===== config.mk =====
export PLATFORM = sky130hd
export DESIGN_NAME = instr_mem_pipelined
export DESIGN_NICKNAME = d
export VERILOG_FILES = /design/src/rtl/instr_mem_pipelined.sv
export SDC_FILE = /design/constraint.sdc
export NUM_CORES = 1
export LEC_CHECK = 0
export ABC_AREA = 1
export CORE_MARGIN = 2
export CORE_UTILIZATION = 35
export DETAILED_ROUTE_END_ITERATION = 6
export PLACE_DENSITY = 0.46
export SLEW_MARGIN = 40
export SYNTH_ARGS = -nofsm -noshare
export SYNTH_HDL_FRONTEND = slang
export SYNTH_SLANG_ARGS = --single-unit

===== constraint.sdc =====
create_clock -name clk -period 4.1 [get_ports clk]
set_clock_uncertainty 0.15 [all_clocks]
set_input_delay 0.82 -clock clk [delete_from_list [all_inputs] [get_ports clk]]
set_output_delay 0.82 -clock clk [all_outputs]
set_load 0.02 [all_outputs]

===== src/rtl/instr_mem_pipelined.sv =====
// Pipelined instruction memory for the fetch stage.
// The request enters stage 0, which doubles as the array read register, and
// walks READ_LATENCY stages to the response port. A response that is not taken
// freezes the whole pipe; the load port writes independently of that freeze.
module instr_mem_pipelined #(
  parameter int DATA_W       = 32,
  parameter int ADDR_W       = 5,
  parameter int DEPTH        = 32,
  parameter int READ_LATENCY = 2
) (
  input  logic                clk,
  input  logic                rst_n,
  input  logic                req_valid,
  output logic                req_ready,
  input  logic [ADDR_W+1:0]   req_addr,
  output logic                rsp_valid,
  input  logic                rsp_ready,
  output logic [DATA_W-1:0]   rsp_instr,
  output logic                rsp_fault,
  input  logic                ld_en,
  input  logic [ADDR_W-1:0]   ld_addr,
  input  logic [DATA_W-1:0]   ld_data
);

  localparam int L = READ_LATENCY;
  // One extra bit so DEPTH == 2**ADDR_W is representable.
  localparam logic [ADDR_W:0] DEPTH_W = (ADDR_W+1)'(DEPTH);

  typedef struct packed {
    logic              vld;
    logic              fault;
    logic [DATA_W-1:0] data;
  } stage_t;

  logic [DATA_W-1:0] mem [2**ADDR_W];
  stage_t [L-1:0]    stage_q, stage_d;
  logic              stall;
  logic [ADDR_W-1:0] req_idx;
  logic              req_fault;

  assign stall     = stage_q[L-1].vld & ~rsp_ready;
  assign req_ready = ~stall;
  assign req_idx   = req_addr[ADDR_W+1:2];
  assign req_fault = (req_addr[1:0] != 2'b00) | ({1'b0, req_idx} >= DEPTH_W);

  assign rsp_valid = stage_q[L-1].vld;
  assign rsp_fault = stage_q[L-1].fault;
  assign rsp_instr = stage_q[L-1].data;

  // Next pipe contents: hold everything on stall, otherwise shift by one.
  // Invalid and faulting slots carry zero data so outputs are clean.
  always_comb begin
    stage_d = stage_q;
    if (!stall) begin
      stage_d[0].vld   = req_valid;
      stage_d[0].fault = req_valid & req_fault;
      stage_d[0].data  = (req_valid & ~req_fault) ? mem[req_idx] : '0;
      for (int i = 1; i < L; i++) stage_d[i] = stage_q[i-1];
    end
  end

  // Pipe register; reset drops every in-flight request.
  always_ff @(posedge clk or negedge rst_n) begin
    if (!rst_n) stage_q <= '0;
    else        stage_q <= stage_d;
  end

  // Array write port; not reset. The stage-0 read above samples the old word
  // on a same-edge write, giving read-before-write.
  always_ff @(posedge clk) begin
    if (ld_en && ({1'b0, ld_addr} < DEPTH_W)) mem[ld_addr] <= ld_data;
  end

endmodule


Fig. 1: register map, names as in the netlist
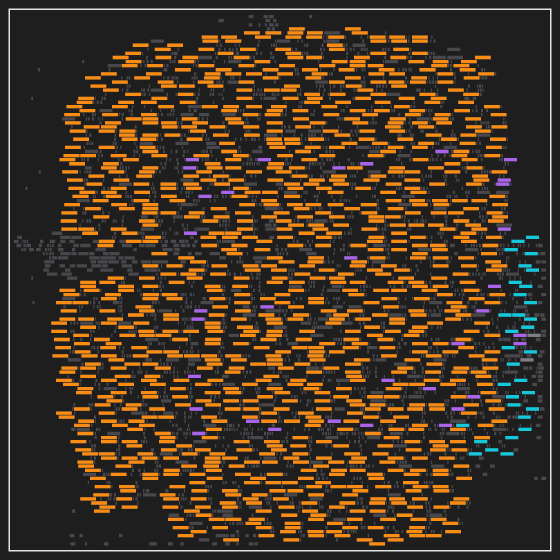
| signal | colour | sequential cells |
|---|---|---|
| stage_q | purple | 34 |
| rsp_instr | cyan | 32 |
| mem | orange | 1024 |
Flop+latch power: 0.0124 W
Post-Route Utilization: 0.405
Seq area share: 0.639
Flop area: 32500 µm²

Fig. 2: met1 routing
Supply wires on this layer in grey.
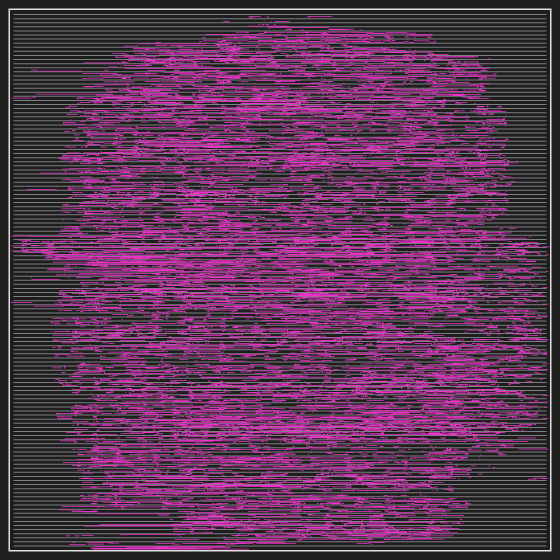
main direction: horizontal
share of all routed wire: 47%
via count: 28.0k
GR Util met1: 0.299

==> flow_summary.ini <==
; flow metrics
[cts]
path_clk_slew_ps = 60
clk_latency_ps = 690
cts_setup_buffers = 0
cts_buffer_depth = 3
hold_buffers = 1
postCtsResizedCells = 0
cts_tree = done

[route]
drt_iter0_drc = 2618
vias_per_cell = 5.08
routedWlPerCell_um = 24.2
wl_um = 133000
drcViolationCount = 0
drtAntennaViolNets = 0
dr.pass1.iters = 5

[final_layout]
stdcell_area_um2 = 50800
comb_area_um2 = 10200
area_growth_pct = 14.9
final_cell_mix = 1443 x nand2_1, 1024 x edfxtp_1, 876 x nand3_1
nets = 3814
lay_top_count = nand2_1

[grt]
grt_overflow_total = 0
grt_usage = 0.205
grt_start_max_net_pins = 103
grt_first_pass_wirelength_um = 194000

[placed_design]
hpwl_um = 65800
globalplace.congestion = 0.736

[worst_setup_path]
r2r_cells = 9
cp_max_fo = 2
worst_ep_required_time_ps = 3130
crit_path_top_delay_cell = clkdlybuf4s50_1
crit_path_end_kind = primary output
r2r-end = stage_q[24]
reg2reg_from = rsp_valid
cp.buffers_inverters = 3
worstPathCellList = clkdlybuf4s50_1 -> nor2_4 -> inv_2 -> clkdlybuf4s50_1
path_common_cell = clkdlybuf4s50_1
max_stage_delay_ps = 590
worstPathArrival_ps = 2020
start_kind = input pin
cp_num_cells = 4

[pwr]
power.total_w = 0.0245
power_leakage_nw = 18.5
ir_worst_vdd_v = 0.000318

[final_timing]
min_period_ps = 2990
worst_pin_slew_ps = 872
fmax_mhz = 334
fin_tns_setup_ps = 0
finalHoldViolations = 0
finalMaxSlewViolations = 0
rsz0062_at_grt = no
relSlewSlack = 0.419

[yosys]
synth_cell_types = 17
ys_cells = 3726
syn_area_per_cell_um2 = 11.9
synthCells = 3726
netlist_area_um2 = 44200
ys_warn_count = 0
synth-area-yosys_um2 = 44200
synth_seq_share = 0.734
synth_top_area_share = 0.696
area_leaders = edfxtp_1 70%, nand2_1 12%, nand3_1 9.9%

[floorplanning]
die_y_um = 359
core-area_um2 = 125000
dieWidth_um = 359
fp_util = 0.352
io_pins = 84

[outcome]
status = finished, final reports clean

[worst_hold_path]
min_from = stage_q[33]

[run]
cap_viol_max_count = 0
[layer usage]
layer	GRT usage	share of wire
met5	0	0.00020
met4	0.0520	0.020
met3	0.0348	0.061
met2	0.316	0.45
met1	0.299	0.47
[cells by family (layout without fill, tap and decap cells)]
kind of cell           count (synthesis)  count (layout)  synth area share
flip-flops                          1092            1092             0.734
AND-OR/OR-AND                          3               3          0.000368
other                                  0               1                 0
buffers and inverters                277             416            0.0406
AND/OR/NAND/NOR                     2354            2354             0.225
[metrics by stage]
step	std cells	hold slack [ps]	worst slack, ps	utilization
floorplan	3726	270	1050	-
global placement	5296	293	829	0.375
detailed placement	5296	291	823	0.375
CTS	5515	309	1100	0.405
global route	5516	317	1070	0.405
finish	5516	310	1110	0.405
[worst min-delay path, delay by kind of cell (launching register included)]
family | cells | cell delay, ps
buffers and inverters | 1 | 50
DFF | 1 | 320
and+or+nand+nor | 1 | 50
[layout make-up]
type,instances,share of cell area
Multi-Input combinational cell,2357,0.201
Sequential cell,1092,0.639
Timing Repair Buffer,184,0.0427
Antenna cell,1,0.0000493
Clock buffer,161,0.0643
Inverter,14,0.00163
Clock inverter,57,0.0107
Tap cell,1650,0.0406
[worst max path at each step]
stage                     from     endpoint  slack [ps]
floorplan           ld_addr[0]    mem[0][0]        1050
global placement         ld_en   mem[23][6]         830
detailed placement       ld_en  mem[23][14]         820
CTS                  rsp_ready    req_ready        1100
global route         rsp_ready    req_ready        1070
finish               rsp_ready    req_ready        1110
[registers in the layout, indices dropped and copies added (netlist names)]
| name | flops |
|---|---|
| stage_q | 34 |
| rsp_valid | 1 |
| rsp_fault | 1 |
| rsp_instr | 32 |
| mem | 1024 |
[where the power goes]
part,switching (W),internal (W),total (W),leakage (nW)
sequential,0.0000731,0.0124,0.0124,10.2
clock,0.00432,0.00621,0.0105,1.88
combinational,0.00113,0.000425,0.00156,6.44
total,0.00552,0.0190,0.0245,18.5
[synthesized netlist by cell type]
master and instances:
buf_4 58, o22ai_1 1, nor3_2 1, clkbuf_1 24, o21ai_0 2, buf_1 15, buf_6 50, dfrtp_1 68
nand2_1 1443, inv_2 3, buf_8 1, nand3_1 876, inv_1 10, nor2_1 34, inv_8 1, buf_2 115
edfxtp_1 1024
Power figures rest on the tool's default switching activity, not on a simulated workload.
